File: src/rtl/regfile_8x_onehot_wr.sv
// 8 x WIDTH register file: one-hot write strobe, two registered read ports, sticky multi-hot error flag.
// Read latency 1 cycle; no backpressure, malformed strobes are dropped rather than stalled.
module regfile_8x_onehot_wr #(
   parameter int WIDTH    = 8,
   parameter bit BYPASS   = 1'b1,
   parameter bit ZERO_REG = 1'b0
) (
   input  logic             clk,
   input  logic             rst,
   input  logic [7:0]       wr_sel,
   input  logic [WIDTH-1:0] wr_data,
   input  logic             rd_en,
   input  logic [2:0]       rd_addr_a,
   input  logic [2:0]       rd_addr_b,
   output logic [WIDTH-1:0] rd_data_a,
   output logic [WIDTH-1:0] rd_data_b,
   output logic             rd_valid,
   output logic             sel_err,
   output logic [7:0]       wr_count
);

   logic [WIDTH-1:0] regs [8];
   logic [7:0]       sel_low;
   logic             multi_hot;
   logic [7:0]       wr_accept;
   logic [WIDTH-1:0] next_a;
   logic [WIDTH-1:0] next_b;

   // Clearing the lowest set bit leaves something only when two or more bits are set.
   always_comb begin
      sel_low   = wr_sel & (wr_sel - 8'd1);
      multi_hot = |sel_low;
      wr_accept = multi_hot ? 8'd0 : wr_sel;
      if (ZERO_REG) begin
         wr_accept[0] = 1'b0;
      end
   end

   // Forwarding keys off the accepted strobe, so rejected or dropped writes never bypass.
   always_comb begin
      next_a = regs[rd_addr_a];
      next_b = regs[rd_addr_b];
      if (BYPASS && wr_accept[rd_addr_a]) begin
         next_a = wr_data;
      end
      if (BYPASS && wr_accept[rd_addr_b]) begin
         next_b = wr_data;
      end
      if (ZERO_REG && (rd_addr_a == 3'd0)) begin
         next_a = '0;
      end
      if (ZERO_REG && (rd_addr_b == 3'd0)) begin
         next_b = '0;
      end
   end

   always_ff @(posedge clk) begin
      if (rst) begin
         for (int i = 0; i < 8; i++) begin
            regs[i] <= '0;
         end
         rd_data_a <= '0;
         rd_data_b <= '0;
         rd_valid  <= 1'b0;
         sel_err   <= 1'b0;
         wr_count  <= 8'd0;
      end else begin
         for (int i = 0; i < 8; i++) begin
            if (wr_accept[i]) begin
               regs[i] <= wr_data;
            end
         end
         if (multi_hot) begin
            sel_err <= 1'b1;
         end
         if (|wr_accept) begin
            wr_count <= wr_count + 8'd1;
         end
         rd_valid <= rd_en;
         if (rd_en) begin
            rd_data_a <= next_a;
            rd_data_b <= next_b;
         end
      end
   end

endmodule

File: config.mk
export PLATFORM = sky130hd
export DESIGN_NAME = regfile_8x_onehot_wr
export DESIGN_NICKNAME = d
export VERILOG_FILES = /design/src/rtl/regfile_8x_onehot_wr.sv
export SDC_FILE = /design/constraint.sdc
export NUM_CORES = 1
export LEC_CHECK = 0
export ABC_AREA = 1
export CORE_ASPECT_RATIO = 1.4
export CORE_MARGIN = 5
export CORE_UTILIZATION = 50
export DETAILED_ROUTE_END_ITERATION = 8
export PLACE_DENSITY_LB_ADDON = 0.25
export SLEW_MARGIN = 0
export SYNTH_ARGS = -nofsm -noshare
export SYNTH_HDL_FRONTEND = slang
export SYNTH_SLANG_ARGS = --single-unit
export TNS_END_PERCENT = 50
File: constraint.sdc
create_clock -name clk -period 4.4 [get_ports clk]
set_input_delay 0.44 -clock clk [delete_from_list [all_inputs] [get_ports clk]]
set_output_delay 0.44 -clock clk [all_outputs]
set_load 0.01 [all_outputs]
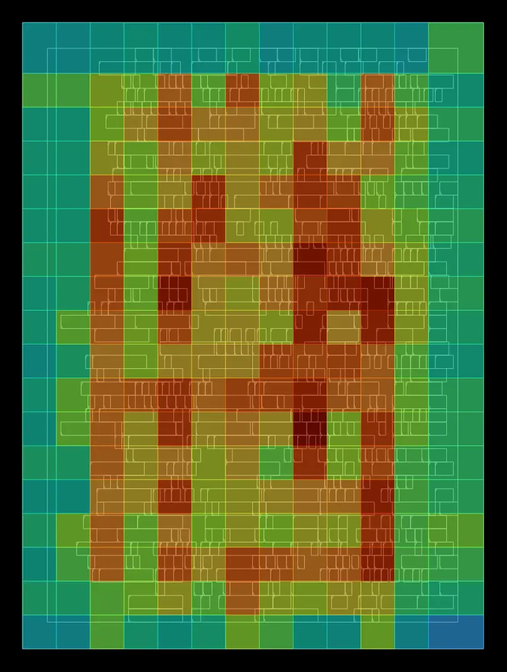
Figure 1: run 1, congestion heat map.
most used routing layer: met2
GRT Overall Usage: 22.7%
M3 GR Usage: 3.82%
Wirelength per Cell: 17.4 um
Core Util, Final: 58.7%

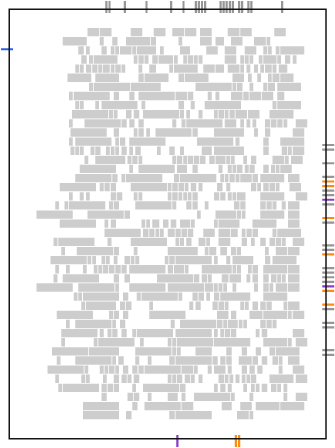
Figure 2: run 1, pin map.
Pins as bars across the die edge, other pins in gray.
- purple: rd_addr_a (pins 3; direction input; edge 2 east, 1 south)
- orange: wr_data (pins 8; direction input; edge 6 east, 2 south)
- blue: clk (pins 1; direction input; edge west)
- all pins by edge: 27 east, 20 north, 3 south, 1 west
die height: 128 um
PortBufs: 50

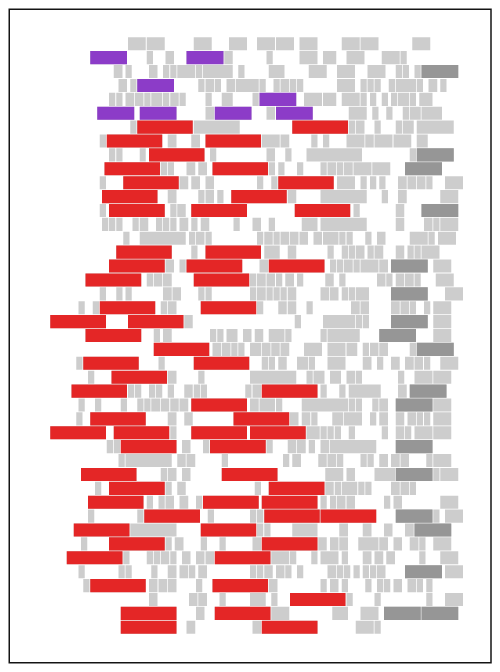
Figure 3: run 1, where the registers sit.
Other sequential cells in the stronger gray, the rest of the logic in the fainter gray.
- red: regs (sequential cells 64)
- purple: wr_count (sequential cells 8)
- not colored: 18
sequential share of cell area: 42.5%
P_seq: 0.000984 W
register area: 0.00244 mm^2

run 1: kinds of logic (layout without fill, tap and decap cells):
kind of cell,Yosys count,after routing,synth area share (%)
xor+xnor,1,1,0.177
buf+inv,93,126,8.10
flops,90,90,49.4
fa+ha+maj,1,1,0.253
simple gates,300,300,28.5
compound gates,123,123,13.5
run 1: tightest hold or removal path, cell delays in order, from the launching register on:
cell	delay (ns)
dfxtp_1	0.32
inv_1	0.05
a21oi_1	0.05
run 1: registers in the layout, indices dropped and copies added, names as in the netlist:
register,count
rd_data_a,8
rd_data_b,8
rd_valid,1
regs,64
sel_err,1
wr_count,8
run 1: how the worst max path moves through the flow:
| stage | start | to | slack (ns) | depth (start not counted) |
|---|---|---|---|---|
| after floorplan | wr_sel[3] | rd_data_a[1] | 2.64 | 14 |
| after global placement | rd_addr_b[1] | rd_data_b[7] | 1.50 | 8 |
| after detailed placement | rd_addr_b[0] | rd_data_b[5] | 1.45 | 10 |
| after CTS | rd_addr_b[0] | rd_data_b[5] | 1.79 | 10 |
| after global routing | rd_addr_b[0] | rd_data_b[6] | 1.57 | 10 |
| final | rd_addr_b[0] | rd_data_b[5] | 1.73 | 10 |
run 1: where the power goes:
part	switching (W)	internal [W]	leakage, nW
clock network	0.000326	0.000458	0.143
registers	0.0000257	0.000958	0.824
logic	0.000182	0.000106	1.28
run 1: metal layers:
metal | up-vias | track usage, %
met4 | 0 | 10.0
met5 | - | 0
met2 | 223 | 38.7
met1 | 1999 | 28.0
li1 | 2104 | -
met3 | 23 | 3.82
run 1: layout by cell type (no fill, tap or decap), types with 2 or more instances in the layout:
master / n
nand2_1: 116
nor2_1: 85
nand3_1: 66
edfxtp_1: 64
o21ai_0: 57
inv_1: 53
a21oi_1: 51
clkdlybuf4s50_1: 50
dfxtp_1: 26
nand3_2: 11
clkbuf_16: 9
nand2_2: 7
o221ai_1: 7
a221o_1: 5
nand2_4: 3
nand3_4: 3
buf_4: 3
inv_2: 2
nand4_1: 2
clkinv_1: 2
o22ai_1: 2
clkbuf_1: 2
run 1: synth_stat cells (2+ instances only):
master and n:
a21oi_1 51, a221o_1 5, buf_2 8, buf_6 5, clkbuf_1 22, clkinv_1 2, dfxtp_1 26, edfxtp_1 64
inv_1 53, inv_2 2, nand2_1 116, nand2_2 7, nand2_4 3, nand3_1 66, nand3_2 11, nand3_4 3
nand4_1 2, nor2_1 85, o21ai_0 57, o221ai_1 7, o22ai_1 2
run 1: area by class of cell:
type                       count  area (um^2)
clock inverter                 4         51.3
sequential                    90         2440
fill                         909         4050
multi-input combinational    425         2100
timing repair buffer          53          523
inverter                      57          214
tap                          135          169
clock buffer                  12          246
run 1: through the flow:
step	util, %	total power (W)	setup slack [ns]	cells
3_3_place_gp	55.6	0.00128	1.50	760
4_1_cts	58.7	0.00206	1.79	776
2_1_floorplan	-	0.00118	2.64	608
3_5_place_dp	55.6	0.00128	1.45	760
6_report	58.7	0.00206	1.73	776
5_1_grt	58.7	0.00212	1.57	776
==> impl_metrics.toml, run 1 <==
# flow metrics
[run_status]
status = "complete, no violations"

[setup_path]
worstRegToRegCells = 8
worstSetupStartpointType = "input pin"
reg2reg_to = "rd_data_a[3]"
path_class = "input pin to flip-flop"
cpMaxStageDelayCell = "inv_1"
path_cells = "clkdlybuf4s50_1 -> buf_4 -> inv_1 -> nand2_1 -> nand3_1 -> nand3_2 -> nand2_4 -> nand2_1 -> nand3_1 -> a21oi_1"
cpPeakStageDelay_ns = 0.85

[die]
die_width_um = 94.0
coreArea_mm2 = 0.00979
initCoreUtil_pct = 50.5

[routing]
vias = 4349
wl_um = 13500
wl_met1_um = 5300
wl_met3_um = 1110
drtPass1Iterations = 6
wl_met2_um = 6690

[hold_path]
min_from = "sel_err"
hold_depth = 2

[clocking]
ctsHoldBuffers = 0
clock_path_buffers = 2
numCtsBuffers = 9
cts_tree = "done"
clockRootBuffer = "clkbuf_16"

[logic_synthesis]
synthFlopType = "edfxtp_1"
synth_area_mm2 = 0.00494
synthCells = 608
edf_count = 64

[timing]
maxSlewViolCount = 0
finalClockPeriodUsage_pct = 60.6

[run]
max_cap_violations = 0

[power_and_ir_drop]
p_leak_nw = 2.25

[final_layout]
fin_nets = 662

[place]
hpwl_um = 9210

[global_routing]
grt_first_pass_wirelength_um = 21000
Figure 4. Clock wires, drivers and flops (run 1).
Scale bar: 20 um.
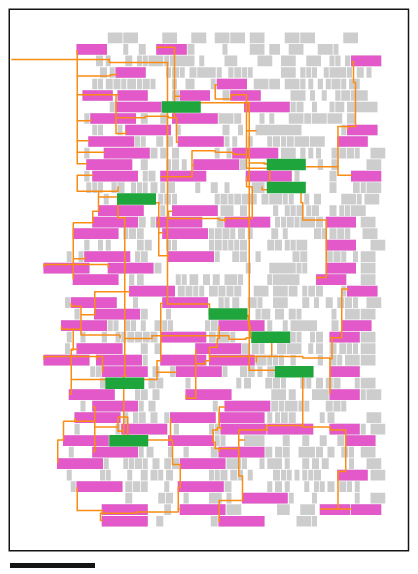

==> run 2, diff against run 1 <==
clock period = 2.63 ns   (was 4.4 ns; I/O delays follow)
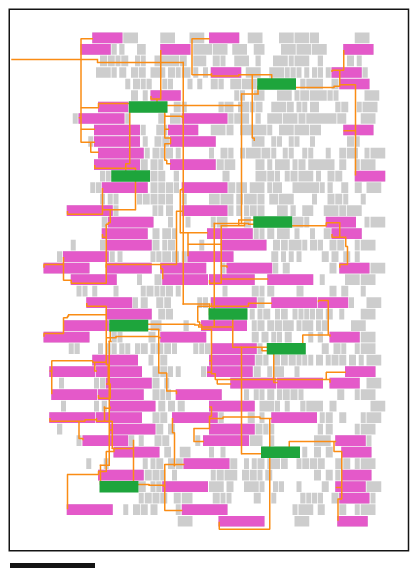
Figure 5: run 2, clock wires, drivers and flops.
Scale bar: 20 um.
- orange: clock wires (length 1230 um)
- magenta: flip-flops (count 90)
- green: clock drivers (count 9)
- routed clock nets: 10
Clk power: 0.00117 W
Latency at later pin: 0.35 ns
Clock Skew: 0.00616 ns
Clock power frac: 35.3%

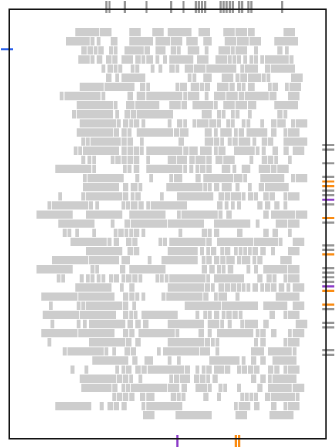
Figure 6: run 2, pin map.
Pins as bars across the die edge, other pins in gray.
- orange: wr_data (pins 8; direction input; edge 6 east, 2 south)
- purple: rd_addr_a (pins 3; direction input; edge 2 east, 1 south)
- blue: clk (pins 1; direction input; edge west)
- all pins by edge: 27 east, 20 north, 3 south, 1 west
die width: 94.0 um

==> run 2 against run 1 <==
Non-clock buffer count increased by 18. Routed wire length is 0.88% lower. Sequential share of layout area shrank 0.69 points. Largest power group unchanged. Sequential power rose by 67%. Setup slack lost 1.2 ns. Design area increased by 1.7%. Die size is the same.
==> impl_metrics.toml, run 2 <==
# flow metrics
[timing]
period_minus_slack_ns = 2.08
finalWorstSetupSlack_ns = 0.554
finalClockPeriodUsage_pct = 78.9
setup_viol = 0

[clocking]
cts_tree = "done"
numCtsBuffers = 9
clockRootBuffer = "clkbuf_16"

[routing]
post_drt_wl_per_cell_um = 16.8
wl_um = 13400
drtPass1Iterations = 6
vias = 4460

[place]
pre_cts_ws_ns = 0.239
dp_cells = 778
hpwl_um = 9640
io_buffers = 50

[final_layout]
largest_reg_flops = 64
final_cell_mix = "116 x nand2_1, 85 x nor2_1, 66 x nand3_1, 64 x edfxtp_1, 57 x o21ai_0"
final.fill_count = 893
layoutNonFillerInstCount = 794
layout_top_cell = "nand2_1"
fin_nets = 680
regMostFlops = "regs"

[power_and_ir_drop]
combPwrFrac_pct = 15.0
p_sw_w = 0.000881
power.share.switching_pct = 26.6
p_int_w = 0.00243
power_frac_seq_pct = 49.6
p_total_w = 0.00331
p_leak_nw = 2.32

[setup_path]
worst_setup_path_end_kind = "flip-flop"
path_class = "input pin to flip-flop"
worstRegToRegCells = 7
worstSetupStartpointType = "input pin"

[logic_synthesis]
synthCells = 608
edf_count = 64
synthFlopType = "edfxtp_1"
most_common_cell = "nand2_1"
top_cells_by_count = "116 x nand2_1, 85 x nor2_1, 66 x nand3_1"

[run]
max_cap_violations = 0

[global_routing]
track_usage_pct = 23.3
grt_first_pass_wirelength_um = 21600

[hold_path]
hold_depth = 2

[die]
coreArea_mm2 = 0.00979
initCoreUtil_pct = 50.5

[run_status]
status = "complete, no violations"
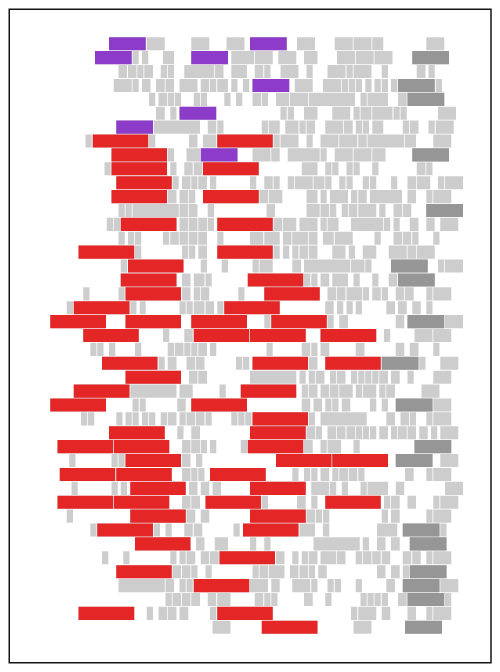
Figure 7: run 2, where the registers sit.
Other sequential cells in the stronger gray, the rest of the logic in the fainter gray.
- red: regs (sequential cells 64)
- purple: wr_count (sequential cells 8)

run 2: cell types whose count changed in the layout (fill, tap and decap cells not counted), sizes merged:
cell      before  now
clkinv         3    5
clkinvlp       1    0
clkbuf        12   13
buf            3   21
bufinv         1    0
inv           56   55
run 2: worst max-delay path, stage by stage:
cell             delay [ns]
clkdlybuf4s50_1        0.53
inv_1                  0.07
nand2_1                0.13
nor2_4                 0.06
nor2_2                 0.21
nor2_8                 0.10
nand3_1                0.13
nand2_1                0.07
nand3_1                0.10
nand3_2                0.23
nand2_4                0.20
nand2_1                0.08
nand3_1                0.08
a21oi_1                0.06
run 2: power by group through the flow:
stage | clock, W | sequential (W) | combinational [W]
floorplan | 0 | 0.00167 | 0.000294
global placement | 0 | 0.00167 | 0.000481
detailed placement | 0 | 0.00167 | 0.000491
CTS | 0.00118 | 0.00164 | 0.000493
global route | 0.00124 | 0.00165 | 0.000548
finish | 0.00117 | 0.00164 | 0.000498
run 2: kinds of logic (layout without fill, tap and decap cells):
family,count (synthesis),after routing,synth area share (%)
compound gates,123,123,13.5
xor+xnor,1,1,0.177
fa+ha+maj,1,1,0.253
buf+inv,93,144,8.10
flops,90,90,49.4
simple gates,300,300,28.5
run 2: worst paths after layout:
path | end | startpoint | slack [ns]
max reg2reg | wr_count[6] | wr_count[1] | 1.29
max | rd_data_b[7] | wr_sel[2] | 0.55
min | sel_err | sel_err | 0.45
min reg2reg | sel_err | sel_err | 0.45
run 2: layout make-up:
| cell class | instances | area, um^2 | share of cell area, % |
|---|---|---|---|
| flip-flops and latches | 90 | 2440 | 41.8 |
| multi-input cells | 425 | 2100 | 36.0 |
| repair buffers | 71 | 658 | 11.3 |
| clock buffers | 13 | 240 | 4.11 |
| inverters | 57 | 214 | 3.66 |
| well taps | 135 | 169 | 2.89 |
| clock inverters | 3 | 17.5 | 0.300 |
run 2: metal layers:
metal,vias up,routed length (um),track usage (%)
li1,2139,-,-
met1,2075,5220,28.5
met2,214,6810,38.6
met3,32,968,5.70
met4,0,357,10.6
met5,-,0,0
run 2: per-stage QoR:
| stage | cell area (um^2) | util [%] |
|---|---|---|
| after floorplan | 4940 | - |
| after detailed placement | 5580 | 57.0 |
| after global routing | 5840 | 59.7 |
| final | 5840 | 59.7 |
| after global placement | 5580 | 57.0 |
| after CTS | 5840 | 59.7 |
Figure 8. Congestion heat map (run 2).
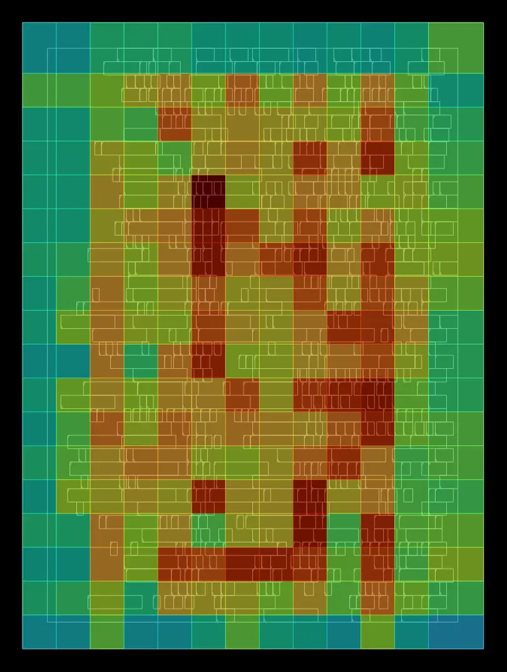

==> run 3, diff against run 2 <==
clock period = 2.2 ns   (was 2.63 ns; I/O delays follow)
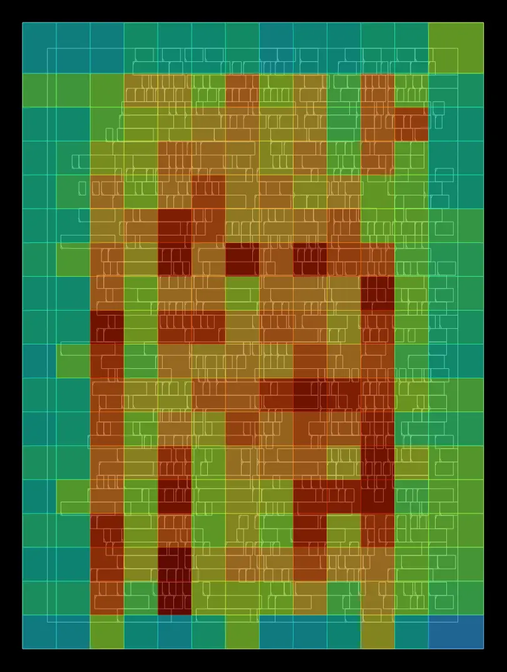
Figure 9: run 3, congestion heat map.
GRT Overall Usage: 23.4%
GRT met2 Usage: 41.7%
Wirelength per Cell: 17.2 um

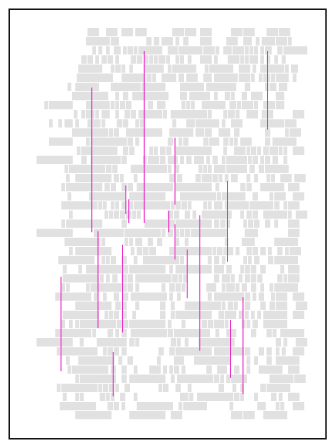
Figure 10: run 3, M4 wires.
- share of all routed wire: 2.8%
- main direction: vertical
- wire length on this layer: 387 um
- nets with wire on the layer: 13
DRT Wirelength: 13800 um
DR vias: 4590

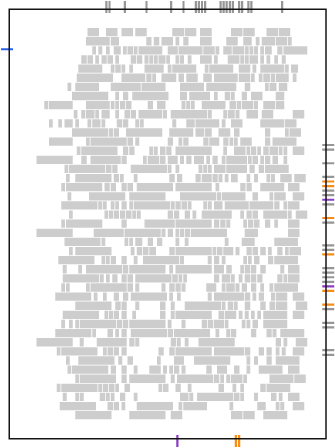
Figure 11: run 3, pin map.
Pins as bars across the die edge, other pins in gray.
- orange: wr_data (pins 8; direction input; edge 6 east, 2 south)
- purple: rd_addr_a (pins 3; direction input; edge 2 east, 1 south)
- blue: clk (pins 1; direction input; edge west)

==> run 3 against run 2 <==
Die size unchanged. Final cell count grew 1.3%. Critical path depth stayed put. Non-clock buffer count rose by 11. Register-to-register slack worse by 0.45 ns. Hold slack better by 0.0048 ns. Count of clock-buffer cells in the layout down 4.
==> impl_metrics.toml, run 3 <==
# flow metrics
[run_status]
status = "complete, no violations"

[clocking]
clock_path_buffers = 2
clockRootBuffer = "clkbuf_16"
cts_tree = "done"
ctsHoldBuffers = 0
insertion_delay_ns = 0.34

[setup_path]
worst_setup_path_end_kind = "flip-flop"
worstRegToRegCells = 6
worstSetupStartpointType = "input pin"

[global_routing]
grt_first_pass_wirelength_um = 21600

[logic_synthesis]
mux_area_share_pct = 0
logic_family = "simple AND/OR/NAND/NOR gates"
top_cells_by_count = "116 x nand2_1, 85 x nor2_1, 66 x nand3_1"
adder_share_pct = 0.253
synthCells = 608
yosys.area_share.aoi_pct = 13.5
synthFlopType = "edfxtp_1"
synth_area_mm2 = 0.00494

[die]
die_width_um = 94.0
die_y_um = 128
coreArea_mm2 = 0.00979

[hold_path]
hold_depth = 2
min_from = "sel_err"

[final_layout]
final_cell_mix = "116 x nand2_1, 85 x nor2_1, 66 x nand3_1, 64 x edfxtp_1, 57 x o21ai_0"
design_area_mm2 = 0.00610
layoutNonFillerInstCount = 804
layout_top_cell = "nand2_1"
final.fill_count = 874
regMostFlops = "regs"
fin_nets = 691

[timing]
finalWorstSetupSlack_ns = 0.263
fin_skew_ns = 0.00528
maxSlewViolCount = 0
setup_viol = 0
period_minus_slack_ns = 1.94

[place]
dp_cells = 789
hpwl_um = 9650
place_area_mm2 = 0.00583

[power_and_ir_drop]
p_leak_nw = 2.43
-- run 3: worst max path at each step --
stage / slack (ns) / end / from / depth (start not counted)
after detailed placement: -0.08 / rd_data_b[7] / wr_sel[4] / 14
after global placement: 0.003 / regs[2][5] / wr_sel[1] / 9
after CTS: 0.28 / rd_data_b[7] / wr_sel[1] / 14
final: 0.26 / rd_data_b[7] / wr_sel[4] / 14
after global routing: 0.10 / rd_data_b[6] / wr_sel[1] / 14
after floorplan: 0.66 / rd_data_a[1] / wr_sel[3] / 14
-- run 3: through the flow --
stage	TNS (ns)	hold slack, ns	util (%)	power, W
6_report	0	0.455	62.3	0.00405
5_1_grt	0	0.489	62.3	0.00419
4_1_cts	0	0.463	62.3	0.00405
3_5_place_dp	-0.671	0.450	59.5	0.00264
3_3_place_gp	0	0.443	59.5	0.00262
2_1_floorplan	0	0.405	-	0.00235
-- run 3: power breakdown --
part / switching (W) / total (W) / internal (W)
Clock: 0.000665 / 0.00143 / 0.000761
Combinational: 0.000385 / 0.000656 / 0.000271
Sequential: 0.0000486 / 0.00196 / 0.00191
Total: 0.00110 / 0.00405 / 0.00295
-- run 3: final cells by class --
type | count | area, um^2 | area share (%)
Clock inverter | 6 | 42.5 | 0.698
Timing Repair Buffer | 82 | 903 | 14.8
Tap cell | 135 | 169 | 2.77
Clock buffer | 9 | 225 | 3.69
Sequential cell | 90 | 2440 | 40.1
Multi-Input combinational cell | 425 | 2100 | 34.5
Inverter | 57 | 214 | 3.51
-- run 3: critical path: stages --
cell	delay, ns
clkdlybuf4s50_1	0.46
nand2_1	0.09
nand2_1	0.05
nor2_1	0.10
nand2_1	0.13
nor2_8	0.18
nand3_1	0.15
nand2_1	0.10
nand3_1	0.10
nand3_2	0.21
nand2_4	0.12
nand2_1	0.08
nand3_1	0.07
a21oi_1	0.13
-- run 3: routing by layer --
| metal | vias to the layer above | share of wire [%] | track usage (%) |
|---|---|---|---|
| met4 | 0 | 2.8 | 11.2 |
| met5 | - | 0 | 0 |
| met3 | 39 | 8.1 | 4.46 |
| met1 | 2141 | 38 | 26.5 |
| li1 | 2165 | - | - |
| met2 | 245 | 51 | 41.7 |
-- run 3: cells by family (layout without fill, tap and decap cells) --
family	after synthesis	after routing
XOR/XNOR	1	1
buffers and inverters	93	154
AND/OR/NAND/NOR	300	300
flip-flops	90	90
adder cells (fa/ha/maj)	1	1
AND-OR/OR-AND	123	123
Power and IR drop assume default switching activity.
